### config.mk
export PLATFORM = sky130hd
export DESIGN_NAME = fifo_wr_ingress
export DESIGN_NICKNAME = d
export VERILOG_FILES = /design/src/rtl/fifo_wr_ingress.sv
export SDC_FILE = /design/constraint.sdc
export NUM_CORES = 1
export LEC_CHECK = 0
export ABC_AREA = 1
export CAP_MARGIN = 15
export CELL_PAD_IN_SITES_DETAIL_PLACEMENT = 0
export CELL_PAD_IN_SITES_GLOBAL_PLACEMENT = 1
export CORE_ASPECT_RATIO = 2
export CORE_MARGIN = 10
export CORE_UTILIZATION = 40
export CTS_BUF_LIST = sky130_fd_sc_hd__clkbuf_4 sky130_fd_sc_hd__clkbuf_8
export DETAILED_ROUTE_END_ITERATION = 12
export PLACE_DENSITY_LB_ADDON = 0.1
export SLEW_MARGIN = 20
export SYNTH_ARGS = -nofsm -noshare
export SYNTH_HDL_FRONTEND = slang
export SYNTH_SLANG_ARGS = --single-unit
### constraint.sdc
create_clock -name wclk -period 6.35 [get_ports wclk]
set_clock_uncertainty 0.05 [all_clocks]
set_input_delay 0.9525 -clock wclk [delete_from_list [all_inputs] [get_ports wclk]]
set_output_delay 0.9525 -clock wclk [all_outputs]
set_load 0.01 [all_outputs]
### src/rtl/fifo_wr_ingress.sv
// fifo_wr_ingress
//   Write-side ingress stage in front of the async FIFO write-pointer
//   controller. A valid/ready packet stream is absorbed by a 2-entry skid
//   buffer and drained into the FIFO through we/wdata, gated by the
//   controller's registered full flag. While h_full is high (and
//   THROTTLE_EN=1) no new packet is started; packets already in flight
//   always complete. Word and packet write counters are maintained.
//
// Ports
//   wclk, w_rstn       write clock, synchronous active-low reset
//   s_valid, s_data,   upstream stream word, last-of-packet marker
//   s_last
//   s_ready            registered upstream ready
//   full, h_full       FIFO full / half-full flags
//   we, wdata          FIFO write enable and write data (head of buffer)
//   wr_count           words written to the FIFO (wraps)
//   pkt_count          packets whose last word was written (wraps)
//   throttle           high while new packets are being held off
module fifo_wr_ingress #(
    parameter int DATA_WIDTH  = 8,
    parameter int CNT_WIDTH   = 16,
    parameter int THROTTLE_EN = 1
) (
    input  logic                  wclk,
    input  logic                  w_rstn,
    input  logic                  s_valid,
    input  logic [DATA_WIDTH-1:0] s_data,
    input  logic                  s_last,
    output logic                  s_ready,
    input  logic                  full,
    input  logic                  h_full,
    output logic                  we,
    output logic [DATA_WIDTH-1:0] wdata,
    output logic [CNT_WIDTH-1:0]  wr_count,
    output logic [CNT_WIDTH-1:0]  pkt_count,
    output logic                  throttle
);

    typedef enum logic [1:0] {
        IDLE = 2'd0,
        PKT  = 2'd1,
        WAIT = 2'd2
    } state_t;

    state_t                state;
    state_t                state_nxt;

    // Slot 0 is always the head (oldest word); slot 1 is only valid when occ == 2.
    logic [DATA_WIDTH-1:0] data0;
    logic [DATA_WIDTH-1:0] data1;
    logic                  last0;
    logic                  last1;
    logic [1:0]            occ;
    logic [1:0]            occ_nxt;

    logic                  accept;
    logic                  pop;
    logic                  thr_req;
    logic                  ready_nxt;

    assign accept   = s_valid & s_ready;
    assign pop      = (occ != 2'd0) & ~full;
    assign thr_req  = (THROTTLE_EN != 0) & h_full;

    assign we       = pop;
    assign wdata    = (occ != 2'd0) ? data0 : '0;
    assign throttle = (state == WAIT);

    assign occ_nxt  = occ + {1'b0, accept} - {1'b0, pop};

    always_comb begin
        state_nxt = state;
        case (state)
            IDLE: begin
                if (accept) begin
                    if (s_last) state_nxt = thr_req ? WAIT : IDLE;
                    else        state_nxt = PKT;
                end else if (thr_req) begin
                    state_nxt = WAIT;
                end
            end
            PKT: begin
                // h_full never interrupts a packet; only its last word can throttle.
                if (accept && s_last) state_nxt = thr_req ? WAIT : IDLE;
            end
            WAIT: begin
                if (!h_full) state_nxt = IDLE;
            end
            default: state_nxt = IDLE;
        endcase
    end

    // Ready is registered, so it must look at post-edge occupancy: a 1 here
    // guarantees a free slot for whatever is accepted next cycle.
    assign ready_nxt = (occ_nxt <= 2'd1) && (state_nxt != WAIT);

    always_ff @(posedge wclk) begin
        if (!w_rstn) begin
            state   <= IDLE;
            s_ready <= 1'b0;
        end else begin
            state   <= state_nxt;
            s_ready <= ready_nxt;
        end
    end

    always_ff @(posedge wclk) begin
        if (!w_rstn) begin
            occ   <= 2'd0;
            data0 <= '0;
            data1 <= '0;
            last0 <= 1'b0;
            last1 <= 1'b0;
        end else begin
            occ <= occ_nxt;
            if (pop) begin
                data0 <= data1;
                last0 <= last1;
            end
            // The incoming word lands at the tail of the post-pop contents;
            // this later assignment overrides the shift into slot 0 when needed.
            if (accept) begin
                if (occ_nxt == 2'd2) begin
                    data1 <= s_data;
                    last1 <= s_last;
                end else begin
                    data0 <= s_data;
                    last0 <= s_last;
                end
            end
        end
    end

    always_ff @(posedge wclk) begin
        if (!w_rstn) begin
            wr_count  <= '0;
            pkt_count <= '0;
        end else if (pop) begin
            wr_count <= wr_count + CNT_WIDTH'(1);
            if (last0) pkt_count <= pkt_count + CNT_WIDTH'(1);
        end
    end

endmodule
Fig. 1: run 1, signal wires on met2
Cells faint in the background.
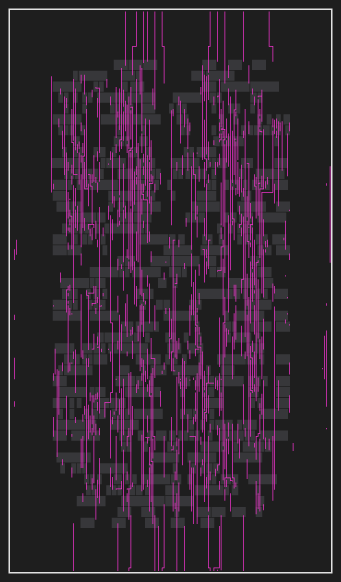
share of all routed wire	55%
wire length on this layer	4,210 µm

Fig. 2: run 1, signal wires on met1
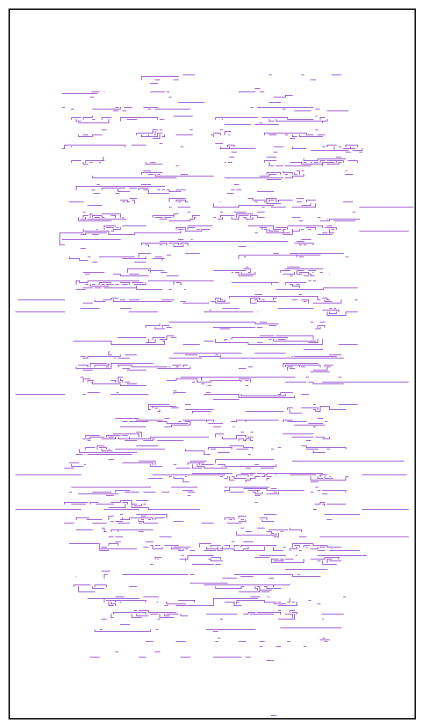
nets with wire on the layer	471
wire length on this layer	2,910 µm
longest straight run	25.3 µm
share of all routed wire	38%
main direction	horizontal

Fig. 3: run 1, local utilization
The die is cut into 8 by 14 equal tiles; white is low, dark blue is high, 0 to 100% covered.
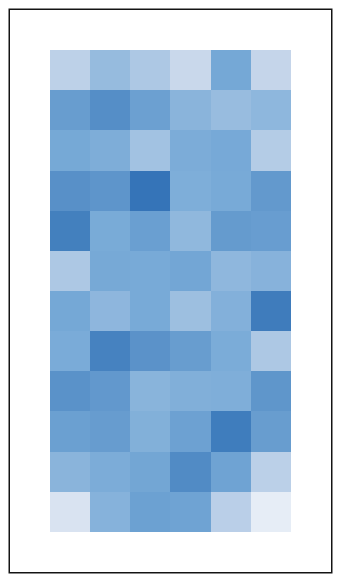
nearly empty tiles	36%
mean over tiles	31%
densest ninth of the die	middle

Fig. 4: run 1, placement view
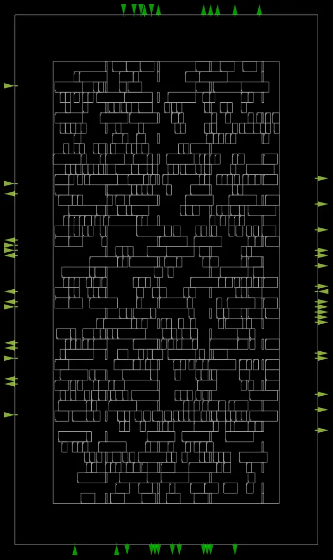
final core utilization: 51.4%
flip-flops: 55

==> run 1: path summary, 6_finish.rpt <==
path                       from  cells past startpoint  slack (ps)             endpoint
min reg2reg  last1$_SDFFE_PN0P_                      2         420   last1$_SDFFE_PN0P_
min          last1$_SDFFE_PN0P_                      2         420   last1$_SDFFE_PN0P_
max reg2reg  s_ready$_SDFF_PN0_                     15        3980  data0[7]$_SDFF_PN0_
max                        full                      3        2980                   we
==> run 1: routing by layer <==
layer  track usage [%]  share of wire [%]  vias up
met4              5.13                1.8        0
met5                 0                  0        -
li1                  -                  -     1485
met1              14.2                 38     1275
met3              3.46                5.4        9
met2              28.1                 55       58
==> run 1: synth_stat cells <==
cell	number	share of area, %
nand3_2	1	0.35
buf_1	1	0.13
nor2_8	2	1.4
nand4_1	6	1.3
nor2_2	2	0.43
buf_2	3	0.52
clkbuf_1	4	0.52
dfxtp_1	55	38
a211oi_1	1	0.26
xor2_1	1	0.30
nor3b_1	2	0.52
a21oi_1	32	5.5
o21ai_0	23	4.0
nand3_1	10	1.7
buf_4	1	0.26
nand3b_1	6	1.6
clkinv_1	2	0.26
nand2_1	135	18
inv_2	4	0.52
buf_6	3	1.2
nand2_2	5	1.1
nor2_1	82	11
o211ai_1	1	0.26
o21a_1	2	0.52
o21bai_1	1	0.26
nand3_4	2	1.2
o21ai_1	1	0.17
inv_1	54	7.0
a31o_2	1	0.30
ha_1	3	1.3
nand2_4	1	0.39
nor2_4	1	0.39
==> run 1: cell families after synthesis <==
family	count (synthesis)
fa+ha+maj	3
compound gates	62
flops	55
xor+xnor	1
simple gates	255
buf+inv	72
==> run 1: power breakdown <==
| part | internal (W) | total, W | switching, W |
|---|---|---|---|
| logic | 0.0000924 | 0.000264 | 0.000172 |
| clock network | 0.000104 | 0.000221 | 0.000117 |
| registers | 0.000377 | 0.000400 | 0.0000231 |
| total | 0.000574 | 0.000885 | 0.000312 |
==> run 1: registers in the layout, summed over array words and instances (netlist names) <==
signal,flops
wr_count,16
last1,1
last0,1
s_ready,1
pkt_count,16
occ,2
data1,8
state,2
data0,8
==> run 1: per-stage QoR <==
stage,utilization [%],hold slack [ps]
after floorplan,-,389
after global placement,49.9,399
after detailed placement,49.9,407
after CTS,51.4,422
after global routing,51.4,479
final,51.4,417
==> run 1: layout make-up <==
| class | instances | area [µm²] |
|---|---|---|
| fill | 768 | 3400 |
| multi-input combinational | 321 | 1490 |
| sequential | 55 | 1100 |
| timing repair buffer | 57 | 568 |
| inverter | 60 | 225 |
| tap | 90 | 113 |
| clock buffer | 8 | 104 |
==> run 1: worst max-delay path: stages <==
cell	delay (ps)
clkdlybuf4s50_1	520
nor2_8	290
clkdlybuf4s50_1	590
==> qor.yml, run 1 <==
sta:
  max_slew_margin_pct: 60.7
  setup_viol: 0
  slew_violations: 0
synth:
  mux_area_share_pct: 0
  synth_stat.cells: 448
  synth.avg_cell_area_um2: 6.45
  syn_inst: 448
  ys_ff: 55
  ys_sh_adder_pct: 1.30
power:
  p_leak_nw: 1.40
floorplanning:
  initial_core_util_pct: 41.3
  dieArea_um2: 11200
detailed_routing:
  via_per_inst: 4.78
  ant_nets: 0
  drt_iter0_markers: 122
clock_tree:
  cts_buffers: 5
  cts_buffer_depth: 2
  post_cts_resized: 0
hold_path:
  hold_class: "reg -> reg"
placed_design:
  gp_congestion: 0.782
  dpl-instance-area_um2: 3490
  place_ws_ps: 2910
status:
  status: "complete, no violations"
layout:
  most-common-layout-cells: "nand2_1, nor2_1, clkdlybuf4s50_1"
==> inputs of run 2 (changes only) <==
Settings changed: CORE_UTILIZATION 40 to 37.
Clock period 6.35 ns to 3.3 ns, I/O delays scaled along.
==> run 2 against run 1 <==
  * Clock power is 78% higher
  * Critical path depth stayed put
  * First-iteration DRC count is 25% higher
  * Wire length is 1.0% higher
  * Critical path type unchanged
  * Hold slack better by 5.9 ps
  * Global-route usage is 1.1 points lower
  * Synthesized cell count stayed put
==> qor.yml, run 2 <==
floorplanning:
  dieArea_um2: 12000
  initial_core_util_pct: 38.0
clock_tree:
  cts_buffer_depth: 2
  cts_buffers: 5
  post_cts_resized: 0
synth:
  edf_count: 0
  synth_area_leader_cell: "dfxtp_1"
  yosysTopAreaCellShare_pct: 38.1
  syn_inst: 448
  synthArstFlopShare_pct: 0
  synth.avg_cell_area_um2: 6.45
  synth_stat.cells: 448
setup_path:
  crit_top_cell: "clkdlybuf4s50_1"
  cp_cell_sequence: "clkdlybuf4s50_1, nor2_8, clkdlybuf4s50_1"
  cpMaxStageDelayCell: "clkdlybuf4s50_1"
  critPathMaxStageDelay_ps: 590
  rr_startpoint: "occ[1]$_SDFF_PN0_"
  path_delay_family: "buffers and inverters"
  rr_endpoint: "data0[4]$_SDFF_PN0_"
  r2r_cells: 16
  path_buffers: 2
status:
  status: "complete, no violations"
detailed_routing:
  ant_nets: 0
  via_per_inst: 4.68
layout:
  most-common-layout-cells: "nand2_1, nor2_1, clkdlybuf4s50_1"
  fillers: 813
sta:
  setup_viol: 0
  slew_violations: 0
hold_path:
  holdPathEnd: "last1$_SDFFE_PN0P_"
placed_design:
  gp_congestion: 0.779
power:
  p_leak_nw: 1.41
## run 2: cell type report
class | count | area [µm²] | share of cell area [%]
inverters | 60 | 225 | 6.25
repair buffers | 59 | 583 | 16.2
clock inverters | 1 | 5.00 | 0.139
multi-input cells | 321 | 1490 | 41.3
clock buffers | 7 | 83.8 | 2.33
well taps | 94 | 118 | 3.27
flip-flops and latches | 55 | 1100 | 30.6
## run 2: cells by family after synthesis
kind of cell / share of synthesized area, %
AND/OR/NAND/NOR: 38.6
buffers and inverters: 10.4
XOR/XNOR: 0.303
adder cells (fa/ha/maj): 1.30
flip-flops: 38.1
AND-OR/OR-AND: 11.3
## run 2: metal layers
metal | part of all wire, % | track usage [%] | vias up
met5 | 0 | 0 | -
met4 | 1.3 | 4.11 | 0
met3 | 5.5 | 3.58 | 7
met2 | 56 | 25.5 | 45
met1 | 37 | 13.1 | 1248
li1 | - | - | 1495
## run 2: how the worst max path moves through the flow
stage | from | end | slack [ps] | depth (start not counted)
floorplan | s_valid | data1[0]$_SDFFE_PN0P_ | 1060 | 15
global placement | full | last0$_SDFF_PN0_ | 710 | 15
detailed placement | full | data0[7]$_SDFF_PN0_ | 650 | 15
CTS | full | we | 840 | 3
global route | full | data0[4]$_SDFF_PN0_ | 800 | 16
finish | full | we | 860 | 3
## run 2: where the power goes
part	switching, W	internal (W)
logic	0.000332	0.000186
registers	0.0000456	0.000726
clock network	0.000228	0.000166
## run 2: stage by stage
stage / std cells / utilization (%) / cell area, µm² / setup slack, ps / hold slack, ps
final: 597 / 47.4 / 3600 / 858 / 422
after global routing: 597 / 47.4 / 3600 / 801 / 461
after CTS: 597 / 47.4 / 3600 / 840 / 427
after detailed placement: 589 / 46.2 / 3510 / 651 / 412
after global placement: 589 / 46.2 / 3510 / 709 / 399
after floorplan: 448 / - / 2890 / 1060 / 389
## run 2: worst reg2reg max path, cell delays in order (launching register included)
cell     delay (ps)
dfxtp_1         410
inv_1            80
nand2_1          90
nand3_1         120
nand2_1         100
ha_1            160
inv_1            40
nand2_1          50
nand2_1          80
inv_2            60
nand2_2          70
nand2_4         100
nand2_2         150
nand2_2         180
nand2_1          60
nand2_1          50
nor2_1           40
Fig. 5: run 2, signal wires on met2
Cells faint in the background.
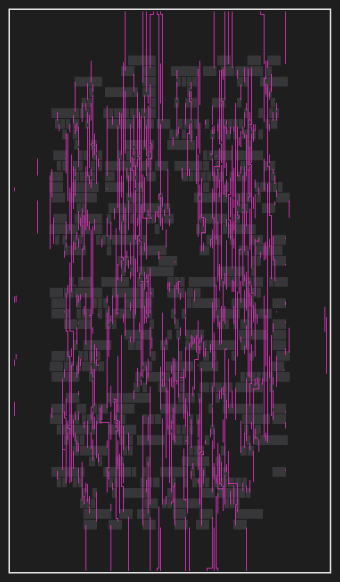
wire length on this layer	4,330 µm
nets with wire on the layer	384
longest straight run	70.0 µm
share of all routed wire	56%

Power and IR drop assume default switching activity.
